==> images/floorplan.png <==
Pins as bars on the die edge. Tap cells in gray.
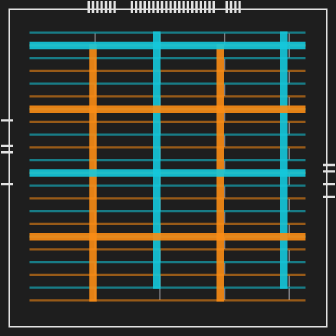
==> images/class_map.png <==
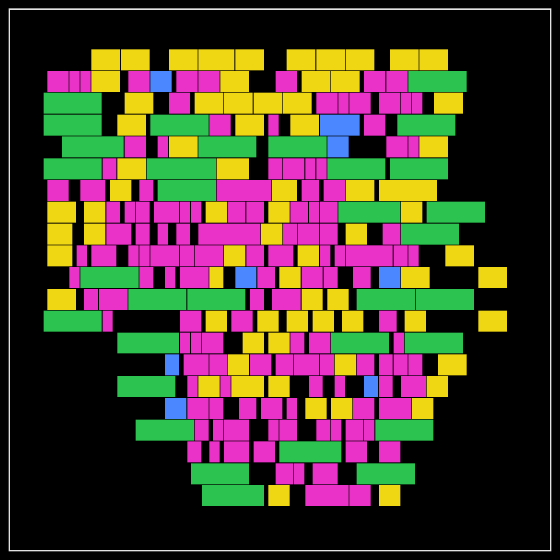
==> images/clock_wires.png <==
Scale bar: 20 um.
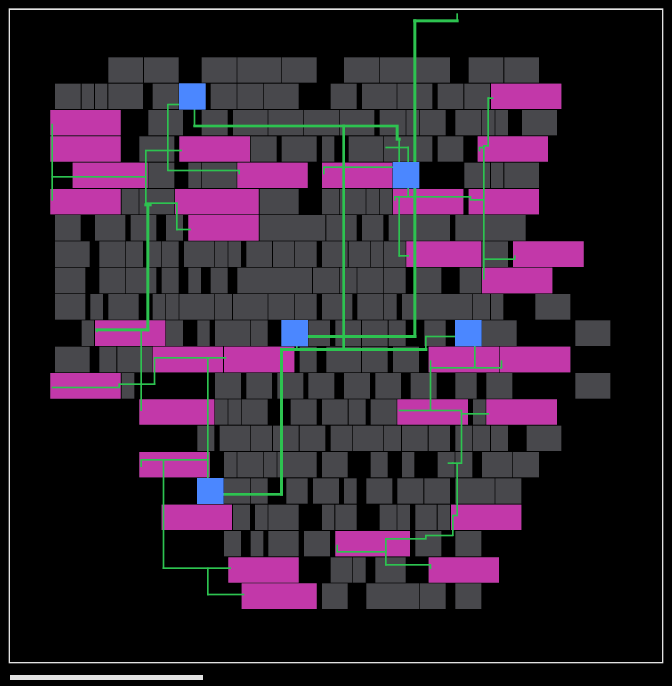
==> images/layers.png <==
Scale bar: 20 um.
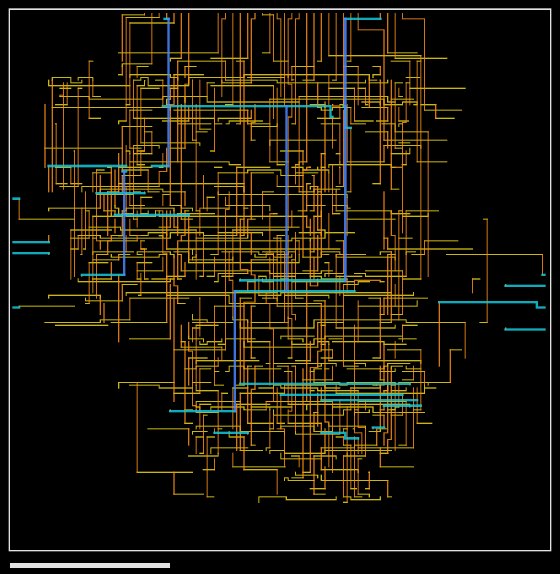
<file path="src/rtl/eb_uart_pkg.sv">
// Shared types and helpers for the UART transmit-side arbiter slice.
// Contents: arbiter state enum, UART byte width, index-width helper.
package eb_uart_pkg;

    localparam int unsigned UART_BYTE_W = 8;

    typedef enum logic [2:0] {
        IDLE,
        LOAD,
        SEND,
        WAIT,
        GAP
    } arb_state_t;

    // Width needed to index n items; never narrower than one bit.
    function automatic int unsigned idw(input int unsigned n);
        return (n <= 1) ? 1 : $clog2(n);
    endfunction

endpackage

</file>
<file path="src/rtl/rr_pick.sv">
// Combinational round-robin picker: first set request at or after ptr, with wrap.
// Ports:
//   req  - request vector
//   ptr  - highest-priority index for this pick
//   gnt  - one-hot winner (0 if no request)
//   idx  - binary index of the winner (0 if no request)
module rr_pick
    import eb_uart_pkg::*;
#(
    parameter int unsigned N = 2
) (
    input  logic [N-1:0]       req,
    input  logic [idw(N)-1:0]  ptr,
    output logic [N-1:0]       gnt,
    output logic [idw(N)-1:0]  idx
);

    localparam int unsigned IW = idw(N);

    logic        found;
    int unsigned cand;

    // Scan N positions starting from ptr; the first hit wins.
    always_comb begin
        gnt   = '0;
        idx   = '0;
        found = 1'b0;
        cand  = 0;
        for (int unsigned k = 0; k < N; k++) begin
            cand = (32'(ptr) + k) % N;
            if (!found && req[IW'(cand)]) begin
                found              = 1'b1;
                gnt[IW'(cand)]     = 1'b1;
                idx                = IW'(cand);
            end
        end
    end

endmodule

</file>
<file path="src/rtl/uart_tx_arbiter.sv">
// Frame-granular round-robin arbiter sharing one UART_tx among NUM_REQ byte streams.
// Ports:
//   clk, rst            - clock, synchronous active-high reset
//   req_valid/data/last - per-requester byte stream (data packed 8 bits per requester)
//   req_ready           - per-requester accept (combinational, only in LOAD)
//   tx_data, trmt       - byte and one-clock start pulse to UART_tx
//   tx_done             - UART_tx done level; its rising edge completes a byte
//   grant               - one-hot current owner, 0 when idle
//   busy                - high outside IDLE
//   abort, abort_id     - one-clock pulse and owner index when a frame stalls out
module uart_tx_arbiter
    import eb_uart_pkg::*;
#(
    parameter int unsigned NUM_REQ = 2,
    parameter int unsigned GAP_CYC = 0,
    parameter int unsigned TIMEOUT = 1024
) (
    input  logic                           clk,
    input  logic                           rst,
    input  logic [NUM_REQ-1:0]             req_valid,
    input  logic [UART_BYTE_W*NUM_REQ-1:0] req_data,
    input  logic [NUM_REQ-1:0]             req_last,
    output logic [NUM_REQ-1:0]             req_ready,
    output logic [UART_BYTE_W-1:0]         tx_data,
    output logic                           trmt,
    input  logic                           tx_done,
    output logic [NUM_REQ-1:0]             grant,
    output logic                           busy,
    output logic                           abort,
    output logic [idw(NUM_REQ)-1:0]        abort_id
);

    localparam int unsigned IW    = idw(NUM_REQ);
    localparam int unsigned TO_W  = idw(TIMEOUT + 1);
    localparam int unsigned GP_W  = idw(GAP_CYC + 1);
    localparam int unsigned GAP_N = (GAP_CYC == 0) ? 1 : GAP_CYC;

    arb_state_t             state;
    logic [IW-1:0]          rr_ptr;
    logic [IW-1:0]          gidx;
    logic [IW-1:0]          pick_idx;
    logic [NUM_REQ-1:0]     pick_gnt;
    logic [TO_W-1:0]        to_cnt;
    logic [GP_W-1:0]        gap_cnt;
    logic                   last_q;
    logic                   tx_done_q;
    logic                   done_rise;
    logic                   sel_valid;
    logic                   sel_last;
    logic [UART_BYTE_W-1:0] sel_data;
    logic [IW-1:0]          next_ptr;

    rr_pick #(.N(NUM_REQ)) u_pick (
        .req (req_valid),
        .ptr (rr_ptr),
        .gnt (pick_gnt),
        .idx (pick_idx)
    );

    // Only an edge completes a byte; a level left high by UART_tx never does.
    assign done_rise = tx_done & ~tx_done_q;
    assign sel_valid = |(grant & req_valid);
    assign sel_last  = |(grant & req_last);
    assign req_ready = (state == LOAD) ? (grant & req_valid) : '0;
    assign next_ptr  = IW'((32'(gidx) + 32'd1) % NUM_REQ);

    // Owner's byte, selected by the one-hot grant.
    always_comb begin
        sel_data = '0;
        for (int unsigned i = 0; i < NUM_REQ; i++) begin
            if (grant[i]) begin
                sel_data = sel_data | req_data[i*UART_BYTE_W +: UART_BYTE_W];
            end
        end
    end

    // Arbiter state machine with registered outputs.
    always_ff @(posedge clk) begin
        if (rst) begin
            state     <= IDLE;
            grant     <= '0;
            trmt      <= 1'b0;
            tx_data   <= '0;
            busy      <= 1'b0;
            abort     <= 1'b0;
            abort_id  <= '0;
            rr_ptr    <= '0;
            gidx      <= '0;
            last_q    <= 1'b0;
            to_cnt    <= '0;
            gap_cnt   <= '0;
            tx_done_q <= 1'b1;
        end else begin
            tx_done_q <= tx_done;
            trmt      <= 1'b0;
            abort     <= 1'b0;
            unique case (state)
                IDLE: begin
                    if (|req_valid) begin
                        grant  <= pick_gnt;
                        gidx   <= pick_idx;
                        to_cnt <= '0;
                        busy   <= 1'b1;
                        state  <= LOAD;
                    end
                end
                LOAD: begin
                    // Accept is checked first so a byte arriving on the last
                    // timeout clock still goes out.
                    if (sel_valid) begin
                        tx_data <= sel_data;
                        last_q  <= sel_last;
                        to_cnt  <= '0;
                        trmt    <= 1'b1;
                        state   <= SEND;
                    end else if (TIMEOUT != 0 && 32'(to_cnt) == TIMEOUT - 1) begin
                        abort    <= 1'b1;
                        abort_id <= gidx;
                        rr_ptr   <= next_ptr;
                        gap_cnt  <= '0;
                        state    <= GAP;
                    end else if (to_cnt != '1) begin
                        to_cnt <= to_cnt + TO_W'(1);
                    end
                end
                SEND: begin
                    state <= WAIT;
                end
                WAIT: begin
                    if (done_rise) begin
                        if (last_q) begin
                            rr_ptr  <= next_ptr;
                            gap_cnt <= '0;
                            state   <= GAP;
                        end else begin
                            state <= LOAD;
                        end
                    end
                end
                GAP: begin
                    if (32'(gap_cnt) == GAP_N - 1) begin
                        grant <= '0;
                        busy  <= 1'b0;
                        state <= IDLE;
                    end else if (gap_cnt != '1) begin
                        gap_cnt <= gap_cnt + GP_W'(1);
                    end
                end
                default: begin
                    state <= IDLE;
                end
            endcase
        end
    end

endmodule

</file>
<file path="config.mk">
export PLATFORM = sky130hd
export DESIGN_NAME = uart_tx_arbiter
export DESIGN_NICKNAME = d
export VERILOG_FILES = /design/src/rtl/eb_uart_pkg.sv /design/src/rtl/rr_pick.sv /design/src/rtl/uart_tx_arbiter.sv
export SDC_FILE = /design/constraint.sdc
export NUM_CORES = 1
export LEC_CHECK = 0
export CORE_MARGIN = 4
export CORE_UTILIZATION = 43
export DETAILED_ROUTE_END_ITERATION = 10
export PLACE_DENSITY = 0.86
export SYNTH_ARGS = -nofsm -noshare
export SYNTH_HDL_FRONTEND = slang
export SYNTH_SLANG_ARGS = --single-unit
</file>
<file path="constraint.sdc">
create_clock -name clk -period 2 [get_ports clk]
set_clock_uncertainty 0.2 [all_clocks]
set_input_delay 0.4 -clock clk [delete_from_list [all_inputs] [get_ports clk]]
set_output_delay 0.4 -clock clk [all_outputs]
set_load 0.005 [all_outputs]
</file>
==> results.txt <==
Synthesis and place-and-route results.

- The flow ran to the end, and the final reports show no timing, DRC or antenna violations.
- Looking at the worst setup and hold paths, the clock pins of their registers show a slew of 100 ps.
- The largest net degree at the start of global routing is 19.
- The floorplan has 21 rows.
- The reported net switching power is 0.5018 mW.
- The finished layout holds about 290 standard cells, fillers aside.
- 0 antenna diodes ended up in the layout.
- The combined buffer and inverter count along the critical path is 1.
- The first global-routing pass estimated roughly 7000 um of wire.
- More flip-flops sit in one register than any other, and that register is to_cnt.
- The total length of routed met3 wires is 196 um.
- At the floorplan stage, the core utilization is reported as 45.13%.
- Once iteration 0 of detailed routing completed, the report listed 128 DRC markers.
- The sequential cell fraction of total power is between 40% and 50%.
- The flip-flop count of the largest register, all copies and words added is 11.
- The final layout report lists a non-clock buffer count of 72.
- The delay of the slowest critical-path stage is 350 ps.
- Hold is met by 279.0 ps.
- The count of cells along the worst register-to-register path is 5.
- Yosys shows that the main logic family after synthesis is AND-OR/OR-AND gates.
- The count of state elements after synthesis is 32.
- The fraction of area in non-clock buffers is 28.67%.
- The sum of overflow across all layers after global routing is 0.
Notes on floorplan.png above:
Key: orange = VSS; cyan = VDD
4 straps on met5. 39 signal pins sit on the boundary.

Notes on class_map.png above:
Key: green = registers [cells 32, share of their area 29%]; yellow = remaining buffers and delay cells [cells 72, share of their area 29%]; blue = clock drivers and dummy loads [cells 8, share of their area 2.8%]; magenta = remaining logic cells [cells 133, share of their area 38%]

Notes on clock_wires.png above:
Key: magenta = flip-flops [count 32]; blue = clock-net drivers [count 5]; green = clock wires [length 412 um]
Position of the flops: all over the die. There are 6 routed clock nets.
part of the total power dissipated in the clock network: 24.0%
power dissipated in the clock network: 0.392 mW
Late-Pin Clk Latency: 340 ps

Notes on layers.png above:
Key: cyan = M3 [wire length 197 um]; blue = M4 [wire length 102 um]; orange = M2 [wire length 1,990 um]; yellow = M1 [wire length 1,890 um]

[placed cells by master, fill, tap and decap left out, types with 2 or more instances in the layout]
cell	n
clkbuf_4	5
nand3_1	4
inv_1	5
nor3_1	4
buf_6	2
nand2_1	11
a221oi_1	2
a32oi_1	2
nor4_1	3
dfxtp_2	5
nor3b_1	2
clkinv_2	2
o21ai_0	6
and2_1	2
nor2_1	21
o211ai_1	6
a211oi_1	10
clkdlybuf4s50_1	33
nand4_1	2
a21oi_1	10
dlygate4sd2_1	3
xor2_1	3
buf_4	31
a22oi_1	9
nand2b_1	3
nor3_2	3
dfxtp_1	26
and3_1	4
[timing repair]
action	CTS	global route
buffers inserted	0	1
resized	8	14
cloned	0	0
setup endpoints to repair	5	9
pin swaps	0	2
Power is estimated from default activity; no workload was simulated.
